===== src/rtl/sfx_pkg.sv =====
// Shared types and constants for the sound-effect arbiter: FSM state encoding,
// effect ids, and default play and gap lengths in frames.
package sfx_pkg;

    typedef enum logic [1:0] {
        ST_IDLE = 2'd0,
        ST_PLAY = 2'd1,
        ST_GAP  = 2'd2
    } sfx_state_e;

    localparam int SFX_HURT  = 0;
    localparam int SFX_SWORD = 1;
    localparam int SFX_SHEEP = 2;
    localparam int SFX_HEAL  = 3;

    localparam int SFX_FRAMES_DEF = 8;
    localparam int GAP_FRAMES_DEF = 2;

endpackage


===== src/rtl/sfx_priority_enc.sv =====
// Find-first-set over the pending vector: the lowest set index wins, because
// index 0 has the highest priority.
module sfx_priority_enc #(
    parameter int NUM_REQ = 4,
    parameter int ID_W    = 2
) (
    input  logic [NUM_REQ-1:0] vec_i,
    output logic               valid_o,
    output logic [ID_W-1:0]    idx_o
);

    always_comb begin
        valid_o = |vec_i;
        idx_o   = '0;
        // Scan from the top down so the lowest set bit is the last one written.
        for (int i = NUM_REQ - 1; i >= 0; i--) begin
            if (vec_i[i]) idx_o = ID_W'(i);
        end
    end

endmodule


===== src/rtl/sfx_arbiter.sv =====
// Grants the single tone generator to the highest-priority latched game event,
// plays it for SFX_FRAMES frames, then holds a GAP_FRAMES silent gap.
// Optional macro SFX_PREEMPT_EN: a higher-priority request restarts PLAY with that effect.
//
//  state   | meaning
//  --------+-------------------------------------------------------------
//  ST_IDLE | nothing playing; grants as soon as any request is pending
//  ST_PLAY | effect sfx_id audible; counts frames_left down on frame_end
//  ST_GAP  | silence between effects; counts gap_left down on frame_end
module sfx_arbiter
    import sfx_pkg::*;
#(
    parameter int NUM_REQ    = 4,
    parameter int SFX_FRAMES = SFX_FRAMES_DEF,
    parameter int GAP_FRAMES = GAP_FRAMES_DEF
) (
    input  logic                       clk,
    input  logic                       rst_n,
    input  logic                       enable,
    input  logic                       frame_end,
    input  logic [NUM_REQ-1:0]         req,
    output logic                       sfx_active,
    output logic [$clog2(NUM_REQ)-1:0] sfx_id,
    output logic                       sfx_start,
    output logic [NUM_REQ-1:0]         pending
);

    localparam int ID_W = $clog2(NUM_REQ);
    localparam int FW   = $clog2(SFX_FRAMES + 1);
    localparam int GW   = (GAP_FRAMES > 0) ? $clog2(GAP_FRAMES + 1) : 1;

    sfx_state_e         state_q;
    logic [NUM_REQ-1:0] pending_q;
    logic [NUM_REQ-1:0] pending_d;
    logic [NUM_REQ-1:0] clr_mask;
    logic               active_q;
    logic               start_q;
    logic [ID_W-1:0]    id_q;
    logic [FW-1:0]      frames_left_q;
    logic [GW-1:0]      gap_left_q;

    logic               win_valid;
    logic [ID_W-1:0]    win_idx;
    logic               preempt;
    logic               grant;

    sfx_priority_enc #(
        .NUM_REQ (NUM_REQ),
        .ID_W    (ID_W)
    ) u_enc (
        .vec_i   (pending_q),
        .valid_o (win_valid),
        .idx_o   (win_idx)
    );

`ifdef SFX_PREEMPT_EN
    assign preempt = (state_q == ST_PLAY) && win_valid && (win_idx < id_q);
`else
    assign preempt = 1'b0;
`endif

    assign grant = enable && (((state_q == ST_IDLE) && win_valid) || preempt);

    // The winner is cleared after merging new requests, so a same-index
    // request in the grant cycle is absorbed rather than re-arming it.
    always_comb begin
        clr_mask = '0;
        if (grant) clr_mask[win_idx] = 1'b1;
        pending_d = (pending_q | req) & ~clr_mask;
    end

    always_ff @(posedge clk or negedge rst_n) begin
        if (!rst_n) begin
            state_q       <= ST_IDLE;
            pending_q     <= '0;
            active_q      <= 1'b0;
            start_q       <= 1'b0;
            id_q          <= '0;
            frames_left_q <= '0;
            gap_left_q    <= '0;
        end else if (!enable) begin
            state_q       <= ST_IDLE;
            pending_q     <= '0;
            active_q      <= 1'b0;
            start_q       <= 1'b0;
            frames_left_q <= '0;
            gap_left_q    <= '0;
        end else begin
            start_q   <= 1'b0;
            pending_q <= pending_d;
            case (state_q)
                ST_IDLE: begin
                    if (win_valid) begin
                        id_q          <= win_idx;
                        start_q       <= 1'b1;
                        active_q      <= 1'b1;
                        frames_left_q <= FW'(SFX_FRAMES);
                        state_q       <= ST_PLAY;
                    end
                end
                ST_PLAY: begin
                    // A regrant cycle ignores frame_end, same as the first grant.
                    if (preempt) begin
                        id_q          <= win_idx;
                        start_q       <= 1'b1;
                        frames_left_q <= FW'(SFX_FRAMES);
                    end else if (frame_end) begin
                        if (frames_left_q == FW'(1)) begin
                            active_q      <= 1'b0;
                            frames_left_q <= '0;
                            if (GAP_FRAMES == 0) begin
                                state_q <= ST_IDLE;
                            end else begin
                                gap_left_q <= GW'(GAP_FRAMES);
                                state_q    <= ST_GAP;
                            end
                        end else begin
                            frames_left_q <= frames_left_q - FW'(1);
                        end
                    end
                end
                ST_GAP: begin
                    if (frame_end) begin
                        if (gap_left_q == GW'(1)) begin
                            gap_left_q <= '0;
                            state_q    <= ST_IDLE;
                        end else begin
                            gap_left_q <= gap_left_q - GW'(1);
                        end
                    end
                end
                default: begin
                    state_q  <= ST_IDLE;
                    active_q <= 1'b0;
                end
            endcase
        end
    end

    assign sfx_active = active_q;
    assign sfx_id     = id_q;
    assign sfx_start  = start_q;
    assign pending    = pending_q;

endmodule


===== config.mk =====
export PLATFORM = sky130hd
export DESIGN_NAME = sfx_arbiter
export DESIGN_NICKNAME = d
export VERILOG_FILES = /design/src/rtl/sfx_pkg.sv /design/src/rtl/sfx_priority_enc.sv /design/src/rtl/sfx_arbiter.sv
export SDC_FILE = /design/constraint.sdc
export NUM_CORES = 1
export LEC_CHECK = 0
export CAP_MARGIN = 40
export CORE_MARGIN = 3
export CORE_UTILIZATION = 50
export DETAILED_ROUTE_END_ITERATION = 8
export PLACE_DENSITY = 0.77
export SLEW_MARGIN = 20
export SYNTH_ARGS = -nofsm -noshare
export SYNTH_HDL_FRONTEND = slang
export SYNTH_HIERARCHICAL = 1
export SYNTH_SLANG_ARGS = --single-unit

===== constraint.sdc =====
create_clock -name clk -period 1.7 [get_ports clk]
set_input_delay 0.34 -clock clk [delete_from_list [all_inputs] [get_ports clk]]
set_output_delay 0.34 -clock clk [all_outputs]
set_load 0.01 [all_outputs]

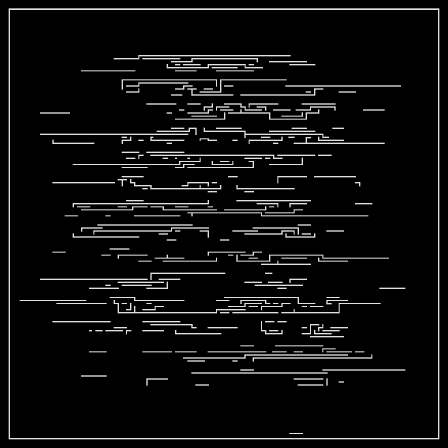
run_1/m1.png
nets with wire on the layer: 113
share of all routed wire: 48%
wire length on this layer: 916 µm
main direction: horizontal
longest straight run: 17.0 µm
routed wire length: 1.92 mm
via count: 760

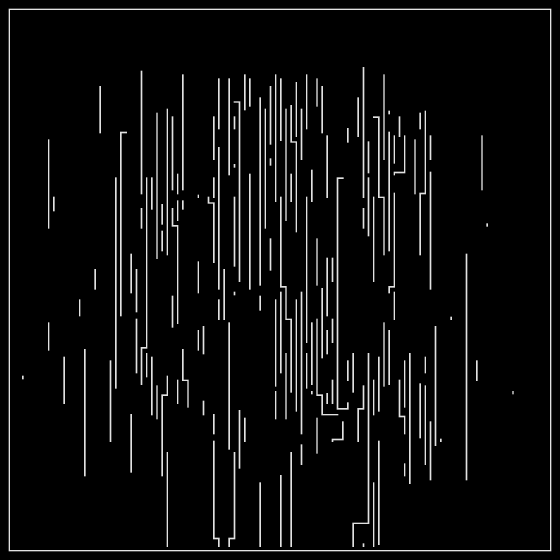
run_1/m2.png
wire length on this layer: 888 µm
nets with wire on the layer: 103
main direction: vertical
longest straight run: 20.6 µm

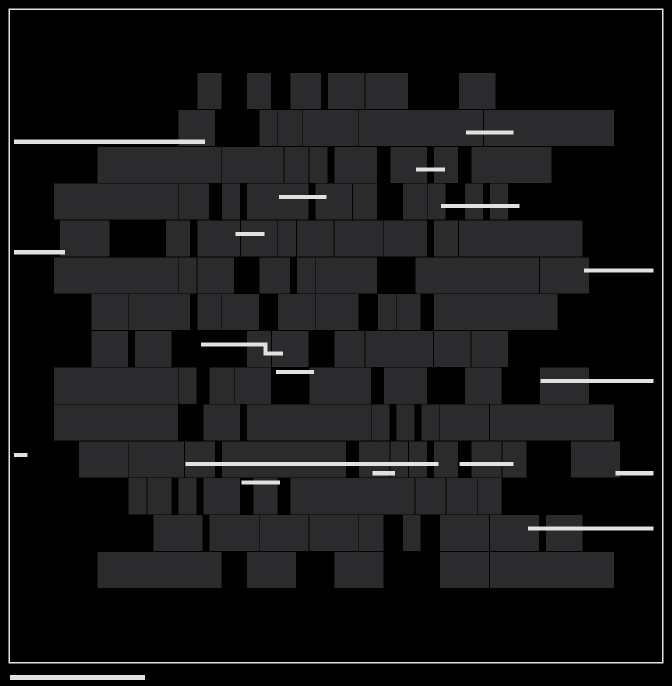
run_1/m3.png
Bar = 10 µm.
nets with wire on the layer: 15
wire length on this layer: 92.9 µm
share of all routed wire: 4.8%
longest straight run: 18.4 µm
main direction: horizontal
grt met3 use: 3.32%

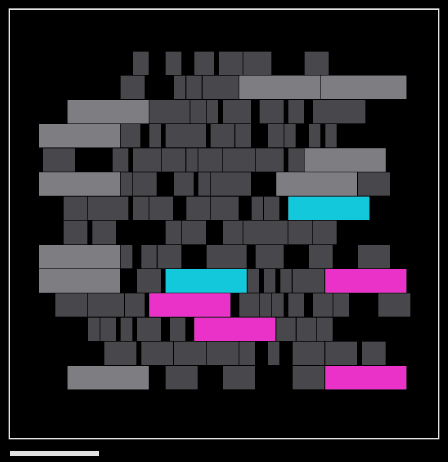
run_1/ff_map.png
Bar = 10 µm. Other sequential cells in the stronger grey, the rest of the logic in the fainter grey.
| colour | name in the netlist | sequential cells |
|---|---|---|
| cyan | `state_q` | 2 |
| magenta | `pending` | 4 |
not coloured: 10
Reg area: 402 µm²
sequential share of cell area: 35.2%
P_seq: 463 µW
fin util: 71.5%

==> impl_metrics.json, run 1 <==
{
  "synth_nets": 104,
  "seq_cells": 16,
  "grt_use_total_pct": 19.3,
  "ys_sh_xor_pct": 0,
  "power.leakage_uw": 0.000488,
  "diodes": 0,
  "synth-edff-count": 0,
  "r2r_start": "frames_left_q[0]",
  "critPathLaunchType": "flip-flop",
  "fill_cells": 122,
  "cts_resized": 0,
  "worstSetupEndpointType": "flip-flop",
  "status": "complete, no violations",
  "ys_sh_simple_pct": 20.4,
  "portBuffers": 15,
  "ff2ff_path_depth": 4,
  "overflow": 0,
  "p_sw_uw": 275,
  "largest_class": "multi-input combinational cells",
  "synthMostInstantiatedCell": "dfrtp_1",
  "fin_nets": 128,
  "grt_antenna_before_repair": 0,
  "finalHoldViolations": 0,
  "cts_root_buffer": "clkbuf_4",
  "first_global_vias": 708,
  "fmax_mhz": 612,
  "dp_hpwl_mm": 1.50,
  "cts.sinks": 16,
  "area.combinational_um2": 430,
  "clock_latency_ns": 0.28,
  "path_max_fanout": 6,
  "final_cells": 139,
  "max-slew-margin-rel_pct": 66.3,
  "via_per_inst": 5.47,
  "clockBufferDepth": 2,
  "core_area_um2": 1590,
  "syn_to_final_growth_pct": 28.3,
  "ir_drop_uv": 635,
  "die_x_um": 48.2,
  "top_cell_area_share_pct": 45.1,
  "finalPower_uw": 919
}
## run 1: power by group through the flow
stage	Combinational (µW)	Sequential, µW	Clock [µW]
after CTS	259	462	205
after global routing	284	469	219
after detailed placement	258	469	0
after floorplan	126	469	0
after global placement	250	466	0
final	260	463	196
## run 1: layer usage
metal	up-vias	part of all wire (%)	track usage, %
met4	0	1.2	8.06
met5	-	0	0
met2	26	46	29.2
met3	4	4.8	3.32
li1	381	-	-
met1	349	48	27.3
## run 1: state kept, by name (all words and copies together), names as in the netlist
name	cells
frames_left_q	4
pending	4
gap_left_q	2
sfx_id	2
state_q	2
sfx_active	1
sfx_start	1
--- run 2 (diff from run 1) ---
Clock period 1.7 ns to 2.1 ns, I/O delays scaled along.
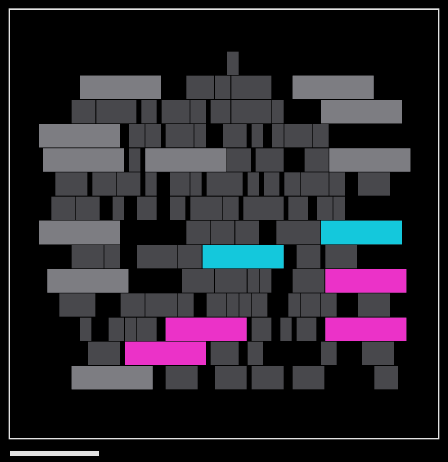
run_2/ff_map.png
Bar = 10 µm. Other sequential cells in the stronger grey, the rest of the logic in the fainter grey.
| colour | name in the netlist | sequential cells |
|---|---|---|
| magenta | `pending` | 4 |
| cyan | `state_q` | 2 |
not coloured: 10

==> impl_metrics.json, run 2 <==
{
  "status": "complete, no violations",
  "cts_root_buffer": "clkbuf_4",
  "first_global_vias": 654,
  "finalPower_uw": 719,
  "finalSetupViolCount": 0,
  "reg2reg_slack_ns": 0.47,
  "clock_latency_ns": 0.28,
  "sh_seq_area_pct": 36.9,
  "synth_nets": 104,
  "p_clk_uw": 152,
  "cts.sinks": 16,
  "synthMostInstantiatedCell": "dfrtp_1",
  "die_x_um": 48.2,
  "ff2ff_path_depth": 4,
  "ir_drop_uv": 534,
  "syn_to_final_growth_pct": 22.3,
  "worstSetupEndpointType": "output port",
  "dp_hpwl_mm": 1.39,
  "ys_sh_xor_pct": 0,
  "grt_antenna_before_repair": 0,
  "seqPwrFrac_pct": 51.9,
  "area.combinational_um2": 423,
  "synthMuxAreaShare_pct": 2.39,
  "power.leakage_uw": 0.000458,
  "reg2reg_to": "frames_left_q[2]",
  "overflow": 0,
  "initial_core_util_pct": 55.7,
  "regArea_um2": 400,
  "core_area_um2": 1590,
  "clockBufferDepth": 2,
  "fin_nets": 122,
  "pg_comb_uw": 193,
  "ys_sh_simple_pct": 20.4,
  "r2r_start": "frames_left_q[0]",
  "critPathLaunchType": "flip-flop",
  "power.group.top": "sequential cells",
  "seq_power_uw": 373,
  "diodes": 0,
  "n_tap_cell": 24,
  "finalHoldViolations": 0,
  "p_sw_uw": 209,
  "cts_resized": 0,
  "clkCellAreaFrac_pct": 2.07,
  "fill_cells": 124,
  "synth-edff-count": 0,
  "via_per_inst": 5.60,
  "grt_use_total_pct": 18.5,
  "max-slew-margin-rel_pct": 70.5,
  "seq_cells": 16
}
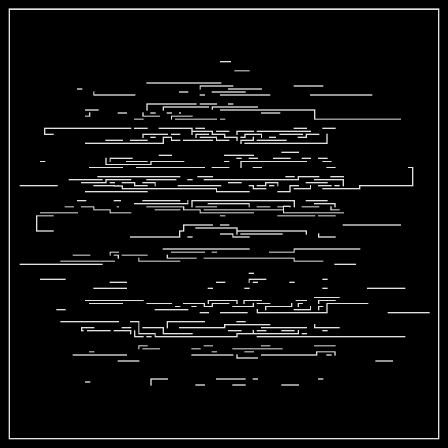
run_2/m1.png
longest straight run: 16.6 µm
share of all routed wire: 45%
via count: 745
GR Util met1: 24.5%
routed wire length: 1.78 mm

-- run 2: layer usage --
layer / track usage, % / vias up / part of all wire, %
li1: - / 367 / -
met1: 24.5 / 350 / 45
met2: 29.4 / 26 / 47
met3: 5.54 / 2 / 6.9
met4: 4.84 / 0 / 0.79
met5: 0 / - / 0
-- run 2: per-stage QoR --
| step | instance area, µm² | worst slack [ns] | hold slack [ns] | cells | utilization (%) |
|---|---|---|---|---|---|
| floorplan | 888 | 0.605 | 0.124 | 93 | - |
| finish | 1090 | 0.399 | 0.453 | 133 | 68.1 |
| global route | 1090 | 0.325 | 0.465 | 133 | 68.1 |
| CTS | 1090 | 0.388 | 0.454 | 133 | 68.1 |
| global placement | 1060 | 0.225 | 0.494 | 130 | 66.7 |
| detailed placement | 1060 | 0.197 | 0.533 | 130 | 66.7 |
--- run 3 (diff from run 2) ---
Settings changed: CORE_UTILIZATION 50 to 45, PLACE_DENSITY 0.77 to 0.73.
Clock period 2.1 ns to 1.5 ns, I/O delays scaled along.
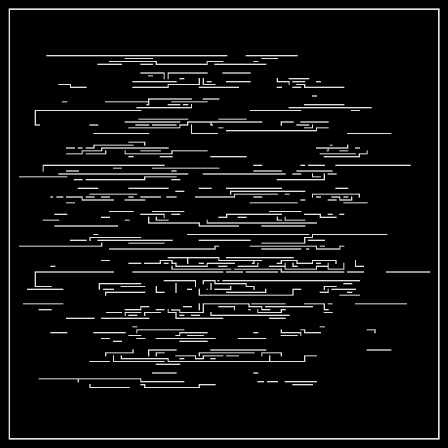
run_3/m1.png
wire length on this layer: 1100 µm
longest straight run: 21.2 µm
main direction: horizontal
share of all routed wire: 45%

==> impl_metrics.json, run 3 <==
{
  "violations": "negative setup slack",
  "seqPwrFrac_pct": 44.6,
  "clockBufferDepth": 2,
  "wl_met2_mm": 1.20,
  "power.group.top": "sequential cells",
  "finalWorstSetupSlack_ns": -0.0345,
  "regArea_um2": 400,
  "p_sw_uw": 364,
  "die_x_um": 50.4,
  "synth-edff-count": 0,
  "top_cell_area_share_pct": 45.1,
  "pg_comb_uw": 351,
  "cts.sinks": 16,
  "finalPower_uw": 1170,
  "sh_seq_area_pct": 30.4,
  "ys_sh_xor_pct": 0,
  "reg2reg_to": "frames_left_q[2]",
  "first_global_vias": 816,
  "seq_power_uw": 520,
  "core_area_um2": 1800,
  "status": "finished, violations left",
  "grt_use_total_pct": 19.6,
  "overflow": 0,
  "worstSetupEndpointType": "flip-flop",
  "critPathLaunchType": "flip-flop",
  "grt-busiest-layer": "met2",
  "n_tap_cell": 25,
  "via_per_inst": 5.57,
  "gr-usage-met2_pct": 30.4,
  "p_clk_uw": 296,
  "area.combinational_um2": 512,
  "diodes": 0,
  "clkCellAreaFrac_pct": 2.76,
  "ir_drop_uv": 709,
  "seq_cells": 16,
  "finalSetupViolCount": 2,
  "vias": 847,
  "clock_latency_ns": 0.29
}
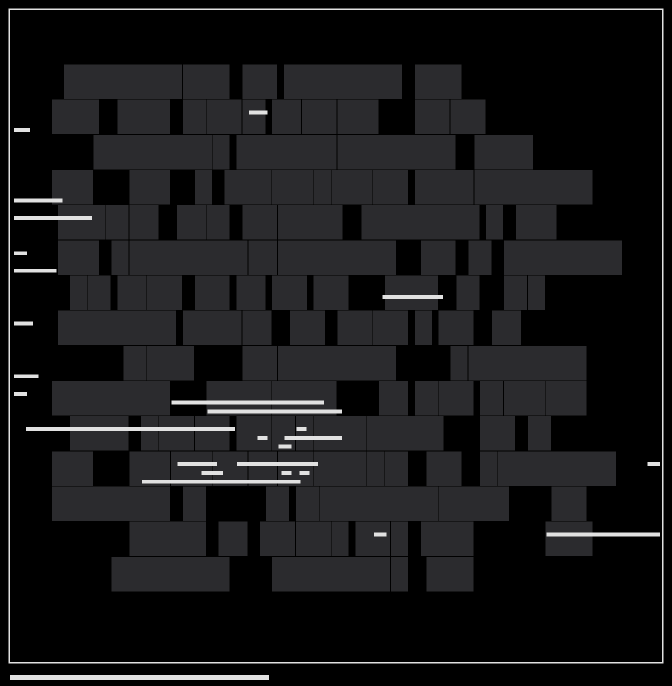
run_3/m3.png
Bar = 20 µm.
nets with wire on the layer: 21
main direction: horizontal
wire length on this layer: 98.0 µm
share of all routed wire: 4.0%
grt met3 use: 2.67%
routed wire length: 2.47 mm

## run 3: cell counts after synthesis
Identical to the previous run, type by type.
## run 3: critical path, delay by kind of cell (launching register included)
kind	cells	cell delay, ns
DFF	1	0.44
and+or+nand+nor	2	0.62
AOI/OAI and AO/OA	1	0.21
adders and majority gates	1	0.18
## run 3: metrics by stage
step / hold slack (ns) / cell area, µm² / std cells / worst slack (ns) / utilization, %
2_1_floorplan: 0.00441 / 888 / 93 / 0.00495 / -
3_3_place_gp: 0.491 / 1160 / 144 / -0.145 / 64.5
3_5_place_dp: 0.505 / 1160 / 144 / -0.165 / 64.5
4_1_cts: 0.320 / 1240 / 152 / -0.0306 / 69.0
5_1_grt: 0.317 / 1320 / 152 / -0.0817 / 73.0
6_report: 0.318 / 1320 / 152 / -0.0345 / 73.0
Power and IR drop assume default switching activity.
